**config.mk**
```make
export PLATFORM = sky130hd
export DESIGN_NAME = reorder_buffer_flat
export DESIGN_NICKNAME = d
export VERILOG_FILES = /design/src/rtl/reorder_buffer_if.sv /design/src/rtl/reorder_buffer.sv /design/src/flat_wrapper.sv
export SDC_FILE = /design/constraint.sdc
export NUM_CORES = 1
export LEC_CHECK = 0
export CORE_MARGIN = 2
export CORE_UTILIZATION = 35
export CTS_CLUSTER_DIAMETER = 30
export DETAILED_ROUTE_END_ITERATION = 6
export PLACE_DENSITY_LB_ADDON = 0.08
export RECOVER_POWER = 100
export SLEW_MARGIN = 20
export SYNTH_ARGS = -nofsm -noshare
export SYNTH_HDL_FRONTEND = slang
export SYNTH_SLANG_ARGS = --single-unit
```
**constraint.sdc**
```tcl
create_clock -name clock -period 6.9 [get_ports clock]
set_input_delay 1.38 -clock clock [delete_from_list [all_inputs] [get_ports clock]]
set_output_delay 1.38 -clock clock [all_outputs]
set_load 0.1 [all_outputs]
```
**src/rtl/reorder_buffer_if.sv**
```systemverilog
// Bus bundle between the reorder buffer and its neighbours in the O3 pipeline:
// dispatch (allocation), the CDB (completion), and commit_stage (retirement).
// The master modport is the pipeline side; the slave modport is the ROB itself.
`ifndef XLEN
`define XLEN 32
`endif

interface reorder_buffer_if #(
    parameter int ROB_DEPTH = 8,
    parameter int TAG_W     = $clog2(ROB_DEPTH),
    parameter int DATA_W    = `XLEN
);
    logic              dispatch_valid;
    logic [4:0]        dispatch_dest_reg;
    logic              dispatch_wr_mem;
    logic [DATA_W-1:0] dispatch_pc;
    logic              dispatch_ready;
    logic [TAG_W-1:0]  dispatch_tag;
    logic              cdb_valid;
    logic [TAG_W-1:0]  cdb_tag;
    logic [DATA_W-1:0] cdb_value;
    logic              head_valid;
    logic              head_ready;
    logic [4:0]        head_dest_reg;
    logic              head_wr_mem;
    logic [DATA_W-1:0] head_value;
    logic [DATA_W-1:0] head_pc;
    logic              commit_ack;
    logic              flush;
    logic [TAG_W:0]    count;

    modport master (
        output dispatch_valid, dispatch_dest_reg, dispatch_wr_mem, dispatch_pc,
        input  dispatch_ready, dispatch_tag,
        output cdb_valid, cdb_tag, cdb_value,
        input  head_valid, head_ready, head_dest_reg, head_wr_mem, head_value, head_pc,
        output commit_ack, flush,
        input  count
    );

    modport slave (
        input  dispatch_valid, dispatch_dest_reg, dispatch_wr_mem, dispatch_pc,
        output dispatch_ready, dispatch_tag,
        input  cdb_valid, cdb_tag, cdb_value,
        output head_valid, head_ready, head_dest_reg, head_wr_mem, head_value, head_pc,
        input  commit_ack, flush,
        output count
    );
endinterface

```
**src/rtl/reorder_buffer.sv**
```systemverilog
// Circular reorder buffer: dispatch allocates at the tail in program order,
// the CDB marks entries complete, and the oldest entry is exposed on head_*
// for commit_stage to retire with commit_ack.
// Optional build macro ROB_CDB_FORWARD_EN: a CDB broadcast that targets the
// valid head entry makes it committable in the same cycle, with the broadcast
// value forwarded onto head_value.
`ifndef XLEN
`define XLEN 32
`endif

module reorder_buffer #(
    parameter int ROB_DEPTH = 8,
    parameter int TAG_W     = $clog2(ROB_DEPTH),
    parameter int DATA_W    = `XLEN
) (
    input logic          clock,
    input logic          reset,
    reorder_buffer_if.slave rob
);
    localparam logic [TAG_W:0] PTR_ONE = {{TAG_W{1'b0}}, 1'b1};

    logic [ROB_DEPTH-1:0] r_valid;
    logic [ROB_DEPTH-1:0] r_complete;
    logic [4:0]           r_destReg [ROB_DEPTH];
    logic                 r_wrMem   [ROB_DEPTH];
    logic [DATA_W-1:0]    r_value   [ROB_DEPTH];
    logic [DATA_W-1:0]    r_pc      [ROB_DEPTH];
    logic [TAG_W:0]       r_headPtr;
    logic [TAG_W:0]       r_tailPtr;

    logic [TAG_W-1:0]     w_headIdx;
    logic [TAG_W-1:0]     w_tailIdx;
    logic                 w_full;
    logic                 w_dispatchFire;
    logic                 w_cdbHit;
    logic                 w_commitFire;
    logic                 w_headReady;

    // Pointers carry a wrap bit so full and empty are distinguishable.
    // Readiness looks only at registered pointers, so a same-cycle commit
    // never opens a slot for a dispatch while full.
    always_comb begin
        w_headIdx      = r_headPtr[TAG_W-1:0];
        w_tailIdx      = r_tailPtr[TAG_W-1:0];
        w_full         = (w_headIdx == w_tailIdx) && (r_headPtr[TAG_W] != r_tailPtr[TAG_W]);
        w_dispatchFire = rob.dispatch_valid && !w_full;
        w_cdbHit       = rob.cdb_valid && r_valid[rob.cdb_tag];
        w_commitFire   = rob.commit_ack && w_headReady;
    end

    // Head view is read straight out of the head slot; an invalid slot reads as
    // all zeros, which also covers the empty buffer.
    always_comb begin
        rob.head_valid    = 1'b0;
        w_headReady       = 1'b0;
        rob.head_dest_reg = '0;
        rob.head_wr_mem   = 1'b0;
        rob.head_value    = '0;
        rob.head_pc       = '0;
        if (r_valid[w_headIdx]) begin
            rob.head_valid    = 1'b1;
            w_headReady       = r_complete[w_headIdx];
            rob.head_dest_reg = r_destReg[w_headIdx];
            rob.head_wr_mem   = r_wrMem[w_headIdx];
            rob.head_value    = r_value[w_headIdx];
            rob.head_pc       = r_pc[w_headIdx];
`ifdef ROB_CDB_FORWARD_EN
            if (rob.cdb_valid && (rob.cdb_tag == w_headIdx)) begin
                w_headReady    = 1'b1;
                rob.head_value = rob.cdb_value;
            end
`endif
        end
        rob.head_ready = w_headReady;
    end

    // Bookkeeping outputs derived from the registered pointers.
    always_comb begin
        rob.dispatch_ready = !w_full;
        rob.dispatch_tag   = w_tailIdx;
        rob.count          = r_tailPtr - r_headPtr;
    end

    // Occupancy state and pointers. Flush outranks everything else; the
    // dispatched slot is always invalid beforehand, so a CDB hit can never land
    // on it, and a commit clears its slot after any CDB write to the same slot.
    always_ff @(posedge clock or posedge reset) begin
        if (reset) begin
            r_valid    <= '0;
            r_complete <= '0;
            r_headPtr  <= '0;
            r_tailPtr  <= '0;
        end else if (rob.flush) begin
            r_valid    <= '0;
            r_complete <= '0;
            r_headPtr  <= '0;
            r_tailPtr  <= '0;
        end else begin
            if (w_cdbHit) begin
                r_complete[rob.cdb_tag] <= 1'b1;
            end
            if (w_dispatchFire) begin
                r_valid[w_tailIdx]    <= 1'b1;
                r_complete[w_tailIdx] <= 1'b0;
                r_tailPtr             <= r_tailPtr + PTR_ONE;
            end
            if (w_commitFire) begin
                r_valid[w_headIdx]    <= 1'b0;
                r_complete[w_headIdx] <= 1'b0;
                r_headPtr             <= r_headPtr + PTR_ONE;
            end
        end
    end

    // Payload storage needs no reset: nothing is visible unless its valid bit is set.
    always_ff @(posedge clock) begin
        if (!rob.flush) begin
            if (w_dispatchFire) begin
                r_destReg[w_tailIdx] <= rob.dispatch_dest_reg;
                r_wrMem[w_tailIdx]   <= rob.dispatch_wr_mem;
                r_pc[w_tailIdx]      <= rob.dispatch_pc;
                r_value[w_tailIdx]   <= '0;
            end
            if (w_cdbHit) begin
                r_value[rob.cdb_tag] <= rob.cdb_value;
            end
        end
    end
endmodule

```
**src/flat_wrapper.sv**
```systemverilog
// flat-port wrapper written by rule: the top's interface ports become plain ports
module reorder_buffer_flat 
#(
    parameter int ROB_DEPTH = 8,
    parameter int TAG_W     = $clog2(ROB_DEPTH),
    parameter int DATA_W    = `XLEN
)
  (clock, reset, rob_dispatch_valid, rob_dispatch_dest_reg, rob_dispatch_wr_mem, rob_dispatch_pc, rob_dispatch_ready, rob_dispatch_tag, rob_cdb_valid, rob_cdb_tag, rob_cdb_value, rob_head_valid, rob_head_ready, rob_head_dest_reg, rob_head_wr_mem, rob_head_value, rob_head_pc, rob_commit_ack, rob_flush, rob_count);
  reorder_buffer_if #(.ROB_DEPTH(ROB_DEPTH), .TAG_W(TAG_W), .DATA_W(DATA_W)) rob_i ();
  input logic clock;
  input logic reset;
  input wire logic [$bits(rob_i.dispatch_valid)-1:0] rob_dispatch_valid;
  input wire logic [$bits(rob_i.dispatch_dest_reg)-1:0] rob_dispatch_dest_reg;
  input wire logic [$bits(rob_i.dispatch_wr_mem)-1:0] rob_dispatch_wr_mem;
  input wire logic [$bits(rob_i.dispatch_pc)-1:0] rob_dispatch_pc;
  output wire logic [$bits(rob_i.dispatch_ready)-1:0] rob_dispatch_ready;
  output wire logic [$bits(rob_i.dispatch_tag)-1:0] rob_dispatch_tag;
  input wire logic [$bits(rob_i.cdb_valid)-1:0] rob_cdb_valid;
  input wire logic [$bits(rob_i.cdb_tag)-1:0] rob_cdb_tag;
  input wire logic [$bits(rob_i.cdb_value)-1:0] rob_cdb_value;
  output wire logic [$bits(rob_i.head_valid)-1:0] rob_head_valid;
  output wire logic [$bits(rob_i.head_ready)-1:0] rob_head_ready;
  output wire logic [$bits(rob_i.head_dest_reg)-1:0] rob_head_dest_reg;
  output wire logic [$bits(rob_i.head_wr_mem)-1:0] rob_head_wr_mem;
  output wire logic [$bits(rob_i.head_value)-1:0] rob_head_value;
  output wire logic [$bits(rob_i.head_pc)-1:0] rob_head_pc;
  input wire logic [$bits(rob_i.commit_ack)-1:0] rob_commit_ack;
  input wire logic [$bits(rob_i.flush)-1:0] rob_flush;
  output wire logic [$bits(rob_i.count)-1:0] rob_count;
  assign rob_i.dispatch_valid = rob_dispatch_valid;
  assign rob_i.dispatch_dest_reg = rob_dispatch_dest_reg;
  assign rob_i.dispatch_wr_mem = rob_dispatch_wr_mem;
  assign rob_i.dispatch_pc = rob_dispatch_pc;
  assign rob_dispatch_ready = rob_i.dispatch_ready;
  assign rob_dispatch_tag = rob_i.dispatch_tag;
  assign rob_i.cdb_valid = rob_cdb_valid;
  assign rob_i.cdb_tag = rob_cdb_tag;
  assign rob_i.cdb_value = rob_cdb_value;
  assign rob_head_valid = rob_i.head_valid;
  assign rob_head_ready = rob_i.head_ready;
  assign rob_head_dest_reg = rob_i.head_dest_reg;
  assign rob_head_wr_mem = rob_i.head_wr_mem;
  assign rob_head_value = rob_i.head_value;
  assign rob_head_pc = rob_i.head_pc;
  assign rob_i.commit_ack = rob_commit_ack;
  assign rob_i.flush = rob_flush;
  assign rob_count = rob_i.count;
  reorder_buffer #(.ROB_DEPTH(ROB_DEPTH), .TAG_W(TAG_W), .DATA_W(DATA_W)) u_core (.clock(clock), .reset(reset), .rob(rob_i));
endmodule
```
==> GITHUB_STEP_SUMMARY, run 1 <==
## PnR job results

| Metric | Value |
|---|---|
| Worst r2r path cells | 7 |
| Seq share, synth | 73.53% |
| Synth area leader | edfxtp_1 |
| MUX share of area | 2.800% |
| Tap cells | 873 |
| Critical path cell sequence | inv_2 > nor3_4 > buf_4 > a221oi_1 > a31oi_1 > clkbuf_2 |
| Post-Syn Area | 23690 µm² |
| M2 GR Usage | 33.70% |
| F_max | 0.1677 GHz |
| Setup violations, final | 0 |
| Biggest Area Class | registers |
| Max VDD drop | 207.8 µV |
| GP Congestion | 0.7937 |
| DP Wirelength | 37710 µm |
| Max_cap viols | 20 |
| Largest net degree at the start of global routing | 61 |
| Compound Share, Synth | 11.74% |
| Fin. max-slew vios | 549 |
| Logic inverters | 14 |
| OpenROAD warnings | 26 |
| Violated checks | max-capacitance violations, max-slew violations |
| Post-route setup TNS | 0 ps |
| Syn_area_per_cell | 15.62 µm² |
| HP Start | u_core.r_tailPtr[3]$_DFFE_PP0P_ |
| Final worst path period share | 86.42% |
| Count leader, synth | edfxtp_1 |
| Status | complete, but fails checks |
-- run 1: through the flow --
stage                     utilization (%)  power [µW]  worst slack [ps]  cell area [µm²]
after CTS                           46.45       11360              1516            31140
after detailed placement            39.22        4588              1891            26290
final                               46.07       11230             936.9            30880
after floorplan                         -        4363              1465            23690
after global routing                46.06       11540             676.8            30880
after global placement              39.18        4585              1977            26260
-- run 1: registers in the layout (all words and copies together) (netlist names) --
register,flops
u_core.r_complete,8
u_core.r_destReg,40
u_core.r_headPtr,4
u_core.r_pc,256
u_core.r_tailPtr,4
u_core.r_valid,8
u_core.r_value,256
u_core.r_wrMem,8
-- run 1: power by group --
part	switching [µW]	internal [µW]	leakage [µW]
clock	2080	4650	0.00235
sequential	18.9	3940	0.00510
combinational	432	115	0.00265
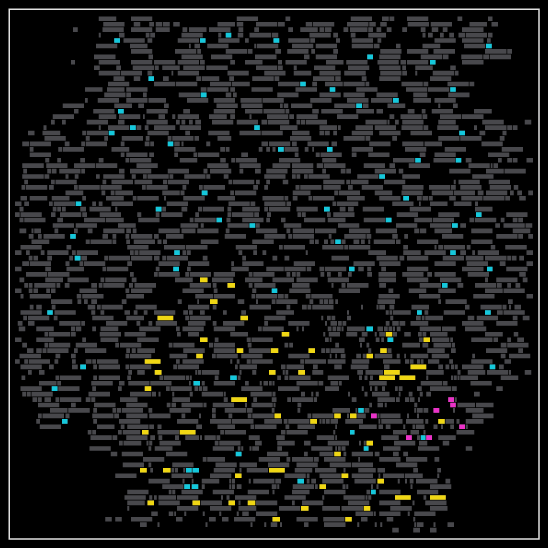
(run_1/gate_families.png)
Scale: 2 px per µm.
color	family	cells
magenta	XOR/XNOR gates	7
yellow	multiplexers	51
cyan	AND-OR and OR-AND gates	67

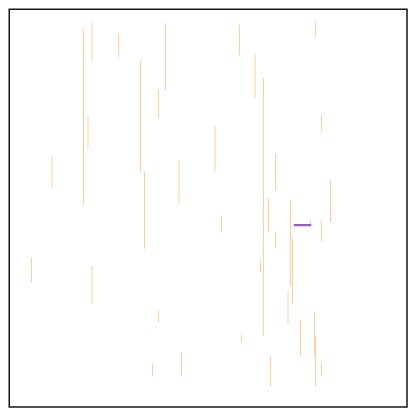
(run_1/metal_stack.png)
Scale: 1.5 px per µm. Two of the layers only.
color	layer	wire length
purple	met5	10.1 µm
orange	met4	1120 µm

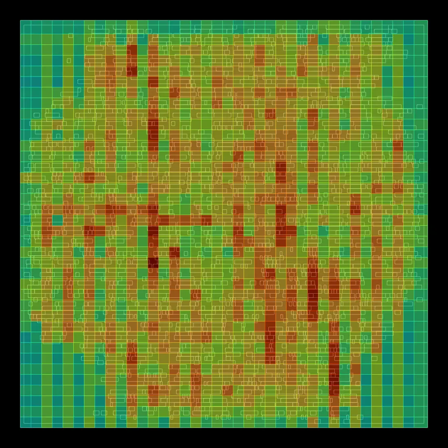
(run_1/final_congestion.png)
post-DR wirelength/cell: 26.34 µm
GR peak layer: met2
grt met1 use: 27.84%

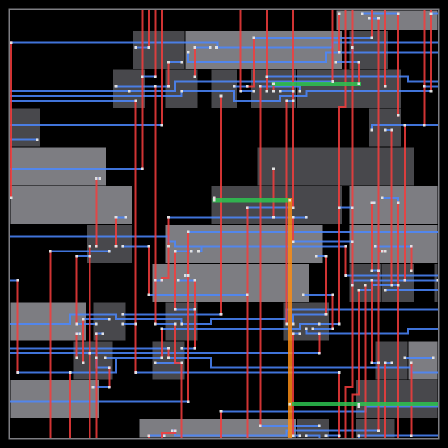
(run_1/zoom.png)
Region (117, 170) to (147, 200) µm. Cells in gray, sequential cells in the stronger gray; small squares are vias.
color	layer
green	met3
red	met2
orange	met4
blue	met1
sequential cells in the window	10
cells with their middle in the window	33
netlist names of flops here include	`u_core.r_value` (10)
most frequent	edfxtp_1 (10), and2_0 (6)

--- run 2 (diff from run 1) ---
--- a/config.mk
+++ b/config.mk
@@ -9,6 +9,7 @@
 export CORE_UTILIZATION = 35
 export CTS_CLUSTER_DIAMETER = 30
 export DETAILED_ROUTE_END_ITERATION = 6
+export GPL_ROUTABILITY_DRIVEN = 0
 export PLACE_DENSITY_LB_ADDON = 0.08
 export RECOVER_POWER = 100
 export SLEW_MARGIN = 20
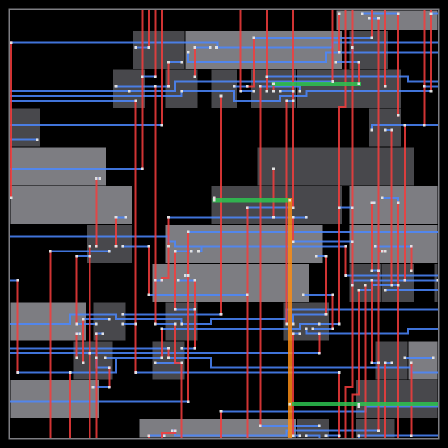
(run_2/zoom.png)
Region (117, 170) to (147, 200) µm. Cells in gray, sequential cells in the stronger gray; small squares are vias.
color	layer
green	met3
red	met2
orange	met4
blue	met1
sequential cells in the window	10
cells with their middle in the window	33
netlist names of flops here include	`u_core.r_value` (10)
most frequent	edfxtp_1 (10), and2_0 (6)

==> GITHUB_STEP_SUMMARY, run 2 <==
## PnR job results

| Metric | Value |
|---|---|
| Post-DR wirelength/cell | 26.34 µm (unchanged) |
| Biggest Area Class | registers (unchanged) |
| Clock group share of total power | 59.9% (about the same) |
| Sequential share of power | 35.2% (about the same) |
| Biggest consumer | clock (unchanged) |
| Logic inverters | 14 (unchanged) |
| Sw frac | 22.51% (unchanged) |
| Violated checks | max-capacitance violations, max-slew violations (unchanged) |
| Setup violations, final | 0 (unchanged) |
| Critical path cell sequence | inv_2 > nor3_4 > buf_4 > a221oi_1 > a31oi_1 > clkbuf_2 (unchanged) |
| Max_cap viols | 20 (unchanged) |
| Fin. max-slew vios | 549 (unchanged) |
| Seq share, synth | 73.53% (unchanged) |
| Pre-CTS setup slack | 1891 ps (unchanged) |
| F_max | 0.1677 GHz (unchanged) |
| Synth area leader | edfxtp_1 (unchanged) |
| Post-Syn Area | 23690 µm² (unchanged) |
| Max VDD drop | 207.8 µV (unchanged) |
| Status | complete, but fails checks (unchanged) |
| Post-route setup slack | 936.9 ps (unchanged) |
| Grt met1 use | 27.84% (unchanged) |
run 2: cell counts in the layout (fill, tap and decap cells not counted):
Identical to the previous run, type by type.
run 2: worst paths after layout:
kind	from	end
worst min-delay path	u_core.r_tailPtr[3]$_DFFE_PP0P_	u_core.r_tailPtr[3]$_DFFE_PP0P_
worst max register to register	u_core.r_headPtr[1]$_DFFE_PP0P_	u_core.r_value[1][27]$_SDFFCE_PN0P_
max in group asynchronous	reset	u_core.r_headPtr[0]$_DFFE_PP0P_
worst min register to register	u_core.r_tailPtr[3]$_DFFE_PP0P_	u_core.r_tailPtr[3]$_DFFE_PP0P_
worst max-delay path	u_core.r_headPtr[1]$_DFFE_PP0P_	rob_head_value[10]
min in group asynchronous	reset	u_core.r_complete[1]$_DFF_PP0_
Power figures rest on the tool's default switching activity, not on a simulated workload.
